[src/rtl/scanout_pkg.sv]
// Shared types for the frame scanout block: controller states and the
// dimension / pixel-index widths used by the frame buffer programming.
package scanout_pkg;

    localparam int DIM_W = 12;
    localparam int IDX_W = 24;

    typedef logic [DIM_W-1:0] dim_t;
    typedef logic [IDX_W-1:0] idx_t;

    typedef enum logic [1:0] {
        IDLE,
        FETCH,
        DRAIN
    } state_t;

endpackage

[src/rtl/scanout_fifo.sv]
// Synchronous pixel FIFO with fall-through head: dout always shows the oldest
// entry. A push while full is accepted only together with a pop.
module scanout_fifo #(
    parameter int DEPTH = 16,
    parameter int WIDTH = 24
) (
    input  logic                       clock,
    input  logic                       reset,
    input  logic                       push,
    input  logic                       pop,
    input  logic [WIDTH-1:0]           din,
    output logic [WIDTH-1:0]           dout,
    output logic                       empty,
    output logic                       full,
    output logic [$clog2(DEPTH+1)-1:0] count
);

    localparam int PTR_W = $clog2(DEPTH);
    localparam int CNT_W = $clog2(DEPTH + 1);

    logic [WIDTH-1:0] mem [DEPTH];
    logic [PTR_W-1:0] wr_ptr;
    logic [PTR_W-1:0] rd_ptr;
    logic             do_push;
    logic             do_pop;

    assign empty   = (count == '0);
    assign full    = (count == CNT_W'(DEPTH));
    assign do_pop  = pop && !empty;
    assign do_push = push && (!full || do_pop);
    assign dout    = mem[rd_ptr];

    // NOTE: storage is deliberately left out of reset; validity lives only in
    // the pointers and count, so a reset never has to touch the array.
    always_ff @(posedge clock) begin
        if (do_push) begin
            mem[wr_ptr] <= din;
        end
    end

    // NOTE: every register here uses <= so all updates see pre-edge values,
    // which is what keeps count and the pointers consistent with each other.
    always_ff @(posedge clock) begin
        if (reset) begin
            wr_ptr <= '0;
            rd_ptr <= '0;
            count  <= '0;
        end else begin
            if (do_push) begin
                wr_ptr <= wr_ptr + PTR_W'(1);
            end
            if (do_pop) begin
                rd_ptr <= rd_ptr + PTR_W'(1);
            end
            count <= count + CNT_W'(do_push) - CNT_W'(do_pop);
        end
    end

endmodule

[src/rtl/frame_scanout.sv]
// Streams a row-major frame buffer out of memory as a valid/ready pixel stream.
// Define FRAME_SCANOUT_LOOP_EN for continuous refresh (frames restart until reset).
module frame_scanout
    import scanout_pkg::*;
#(
    parameter int DATA_WIDTH      = 24,
    parameter int ADDRESS_WIDTH   = 32,
    parameter int FIFO_DEPTH      = 16,
    parameter int MAX_OUTSTANDING = 8
) (
    input  logic                     clock,
    input  logic                     reset,
    input  logic                     start,
    input  logic [ADDRESS_WIDTH-1:0] frameAddress,
    input  logic [DIM_W-1:0]         width,
    input  logic [DIM_W-1:0]         height,
    output logic                     busy,
    output logic                     done,
    output logic [ADDRESS_WIDTH-1:0] readAddress,
    output logic                     readValid,
    input  logic                     readReady,
    input  logic [DATA_WIDTH-1:0]    readData,
    input  logic                     readDataValid,
    output logic [DATA_WIDTH-1:0]    pixel,
    output logic                     pixelValid,
    input  logic                     pixelReady,
    output logic                     pixelFirst,
    output logic                     pixelLast
);

`ifdef FRAME_SCANOUT_LOOP_EN
    localparam bit LOOP_EN = 1'b1;
`else
    localparam bit LOOP_EN = 1'b0;
`endif

    localparam int OUT_W  = $clog2(MAX_OUTSTANDING + 1);
    localparam int CNT_W  = $clog2(FIFO_DEPTH + 1);
    localparam int CRED_W = $clog2(FIFO_DEPTH + MAX_OUTSTANDING + 1);

    state_t                   state;
    state_t                   next_state;
    logic [ADDRESS_WIDTH-1:0] base_q;
    dim_t                     width_q;
    dim_t                     height_q;
    idx_t                     total_q;
    idx_t                     req_idx;
    dim_t                     col;
    dim_t                     row;
    logic [OUT_W-1:0]         outstanding;
    logic                     done_q;

    logic [CNT_W-1:0]         fifo_count;
    logic                     fifo_empty;
    logic                     fifo_full;

    logic start_ok;
    logic zero_size;
    logic req_hs;
    logic resp_ok;
    logic pop;
    logic last_req;
    logic last_col;
    logic frame_end;
    logic credit_ok;

    assign start_ok  = start && (state == IDLE);
    assign zero_size = (width == '0) || (height == '0);
    assign req_hs    = readValid && readReady;
    // Responses with nothing in flight are protocol errors and are discarded.
    assign resp_ok   = readDataValid && (outstanding != '0);
    assign pop       = pixelValid && pixelReady;
    assign last_req  = (req_idx == total_q - idx_t'(1));
    assign last_col  = (col == width_q - dim_t'(1));
    assign frame_end = pop && last_col && (row == height_q - dim_t'(1));

    // Counting queued plus in-flight words reserves a slot for every response,
    // so the FIFO can never be asked to take data it has no room for.
    assign credit_ok = (CRED_W'(fifo_count) + CRED_W'(outstanding)) < CRED_W'(FIFO_DEPTH);

    assign readValid   = (state == FETCH) && (outstanding < OUT_W'(MAX_OUTSTANDING)) && credit_ok;
    assign readAddress = base_q + ADDRESS_WIDTH'(req_idx);
    assign busy        = (state != IDLE);
    assign done        = done_q;
    assign pixelValid  = !fifo_empty;
    assign pixelFirst  = pixelValid && (col == '0) && (row == '0);
    assign pixelLast   = pixelValid && last_col;

    // NOTE: next_state gets its default before the case so no path through
    // this block leaves it unassigned, which would infer a latch.
    always_comb begin
        next_state = state;
        case (state)
            IDLE:  if (start && !zero_size) next_state = FETCH;
            FETCH: if (req_hs && last_req && !LOOP_EN) next_state = DRAIN;
            DRAIN: if (frame_end) next_state = IDLE;
            default: next_state = IDLE;
        endcase
    end

    always_ff @(posedge clock) begin
        if (reset) begin
            state       <= IDLE;
            base_q      <= '0;
            width_q     <= '0;
            height_q    <= '0;
            total_q     <= '0;
            req_idx     <= '0;
            col         <= '0;
            row         <= '0;
            outstanding <= '0;
            done_q      <= 1'b0;
        end else begin
            state  <= next_state;
            done_q <= (start_ok && zero_size) || frame_end;

            if (start_ok) begin
                base_q   <= frameAddress;
                width_q  <= width;
                height_q <= height;
                total_q  <= idx_t'(width) * idx_t'(height);
                req_idx  <= '0;
                col      <= '0;
                row      <= '0;
            end else if (req_hs) begin
                // Looping re-fetches the same held frame, so wrapping the index is the relatch.
                req_idx <= (LOOP_EN && last_req) ? '0 : req_idx + idx_t'(1);
            end

            if (pop) begin
                if (last_col) begin
                    col <= '0;
                    row <= (row == height_q - dim_t'(1)) ? '0 : row + dim_t'(1);
                end else begin
                    col <= col + dim_t'(1);
                end
            end

            case ({req_hs, resp_ok})
                2'b10:   outstanding <= outstanding + OUT_W'(1);
                2'b01:   outstanding <= outstanding - OUT_W'(1);
                default: outstanding <= outstanding;
            endcase
        end
    end

    scanout_fifo #(
        .DEPTH (FIFO_DEPTH),
        .WIDTH (DATA_WIDTH)
    ) u_fifo (
        .clock (clock),
        .reset (reset),
        .push  (resp_ok),
        .pop   (pop),
        .din   (readData),
        .dout  (pixel),
        .empty (fifo_empty),
        .full  (fifo_full),
        .count (fifo_count)
    );

endmodule
[config.mk]
export PLATFORM = sky130hd
export DESIGN_NAME = frame_scanout
export DESIGN_NICKNAME = d
export VERILOG_FILES = /design/src/rtl/scanout_pkg.sv /design/src/rtl/scanout_fifo.sv /design/src/rtl/frame_scanout.sv
export SDC_FILE = /design/constraint.sdc
export NUM_CORES = 1
export LEC_CHECK = 0
export CORE_UTILIZATION = 55
export DETAILED_ROUTE_END_ITERATION = 10
export GPL_TIMING_DRIVEN = 0
export MAX_ROUTING_LAYER = met4
export PLACE_DENSITY = 0.77
export SYNTH_ARGS = -nofsm -noshare
export SYNTH_HDL_FRONTEND = slang
export SYNTH_SLANG_ARGS = --single-unit
[constraint.sdc]
create_clock -name clock -period 5.4 [get_ports clock]
set_input_delay 0.81 -clock clock [delete_from_list [all_inputs] [get_ports clock]]
set_output_delay 0.81 -clock clock [all_outputs]
set_load 0.005 [all_outputs]
**Pin placement**

Pins as bars across the die edge, other pins in grey.
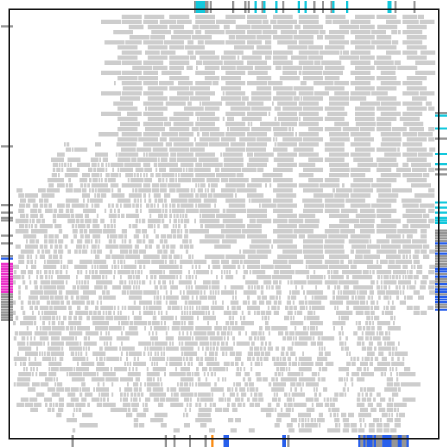
legend:
  cyan:
    port: pixel
    pins: 24
    direction: output
    edge: 14 top, 10 right
  orange:
    port: readReady
    pins: 1
    direction: input
    edge: bottom
  magenta:
    port: height
    pins: 12
    direction: input
    edge: left
  blue:
    port: frameAddress
    pins: 32
    direction: input
    edge: 19 bottom, 12 right, 1 left
die width: 228 microns
Die Y: 228 microns
Port Buf Inserts: 146

**I/O nets highlighted**

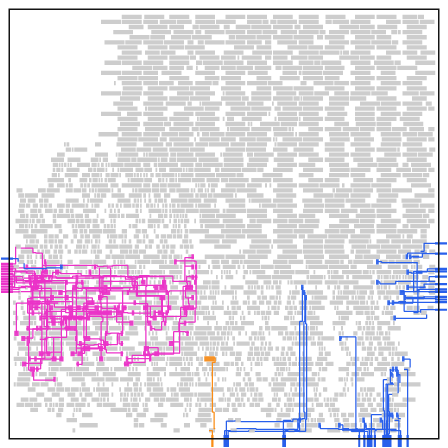
legend:
  blue:
    port: frameAddress
    bits: 32
    direction: input
    end_cells: 32
    wire: 1190 microns
  magenta:
    port: height
    bits: 12
    direction: input
    end_cells: 159
    wire: 2560 microns
  orange:
    port: readReady
    bits: 1
    direction: input
    end_cells: 1
    wire: 46.4 microns
IO Pins: 148

**Routed clock nets over the placement**

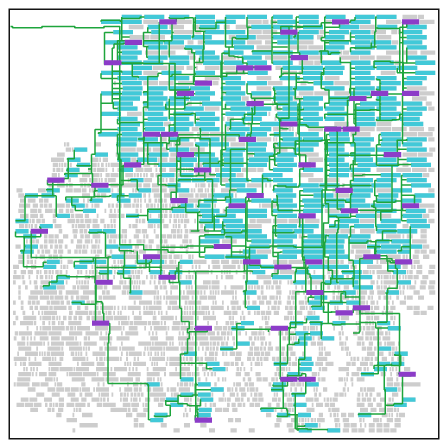
legend:
  cyan:
    item: flip-flops
    count: 536
  purple:
    item: cells driving clock nets
    count: 55
  green:
    item: clock wires
    length: 6640 microns
flops lie: widely spread
clk_lat worst skew: 0.61 ns
Clk network pwr share: 30.0%
Power Clock: 4270 uW
clk_skew: 0.0207 ns

**Cell placement**

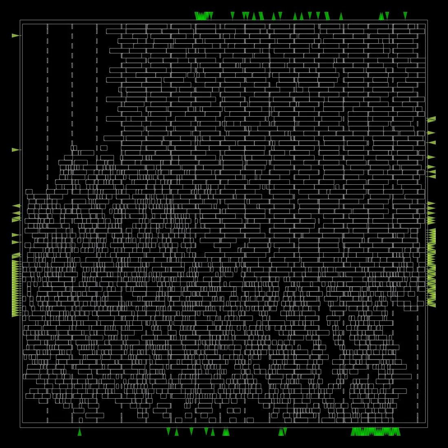
final core occ: 65.8%
filler instances: 3567
FP Rows: 82
Tap Cells: 672
Final Non-Filler Cells: 3210

**Wiring by layer**

Bar = 50 microns.
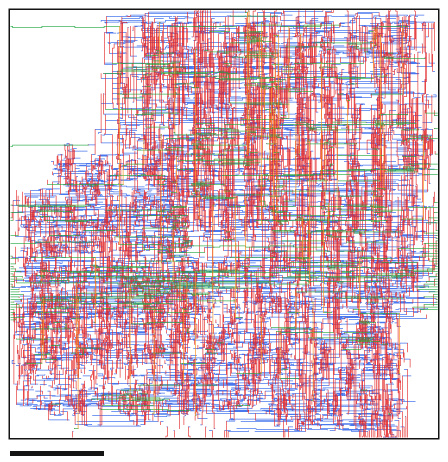
legend:
  green:
    layer: met3
    wire_length: 6690 microns
  red:
    layer: met2
    wire_length: 37.1 mm
  orange:
    layer: met4
    wire_length: 2510 microns
  blue:
    layer: met1
    wire_length: 30.8 mm
GRT Util Overall: 30.5%
Total Routed Length: 77.2 mm
DR vias: 19500
routed length per instance: 24.0 microns

-- worst max-delay path, delay by kind of cell --
family,cells,cell delay (ns)
AND/OR/NAND/NOR,4,0.55
adder cells (fa/ha/maj),6,2.89
buffers and inverters,5,0.52
XOR/XNOR,1,0.15
AND-OR/OR-AND,4,0.81
-- cells by family (layout without fill, tap and decap cells) --
family | after synthesis | after routing | synth area share [%]
AND/OR/NAND/NOR | 692 | 692 | 11.8
flip-flops | 536 | 536 | 51.9
AND-OR/OR-AND | 285 | 285 | 6.10
buffers and inverters | 274 | 543 | 3.72
adder cells (fa/ha/maj) | 214 | 214 | 12.3
XOR/XNOR | 135 | 135 | 4.26
multiplexers | 129 | 129 | 9.94
other | 0 | 4 | 0
==> results.json <==
{
  "status": "finished, final reports clean",
  "synthArstFlopShare_pct": 0,
  "worst_hold_path.endpoint": "base_q[3]",
  "worstHoldPathCells": 2,
  "ys_cells": 2265,
  "ant_nets": 0,
  "cts_tree": "built",
  "cts_resized": 100,
  "crit_start": "width[7]",
  "via_per_inst": 6.08,
  "p_seq_uw": 4720,
  "grt_pass1_vias": 19500,
  "slew_viol_final": 0,
  "cts_buffers": 55,
  "finalClockPeriodUsage_pct": 97.1,
  "synthTopCellsByArea": "edfxtp_1 41%, dfxtp_1 11%, mux4_2 9.6%",
  "worstPathMaxFanout": 10,
  "reg2reg_depth": 13,
  "largestRegisters": "u_fifo.mem: 384 flops, base_q: 32 flops",
  "clkSinkCount": 536,
  "end_kind": "register",
  "regArea_sq_um": 14600,
  "cp_cell_sequence": "clkbuf_2 > clkbuf_8 > nand2_1 > fa_1 > fa_1 > fa_1 > inv_1 > fa_1 > inv_1 > fa_1 > inv_1 > ha_2 > nand3_4 > nor2_1 > a21oi_2 > a211oi_2 > a41oi_2 > nor2b_2 > xnor2_2 > a22o_1"
}
Power and IR drop assume default switching activity.
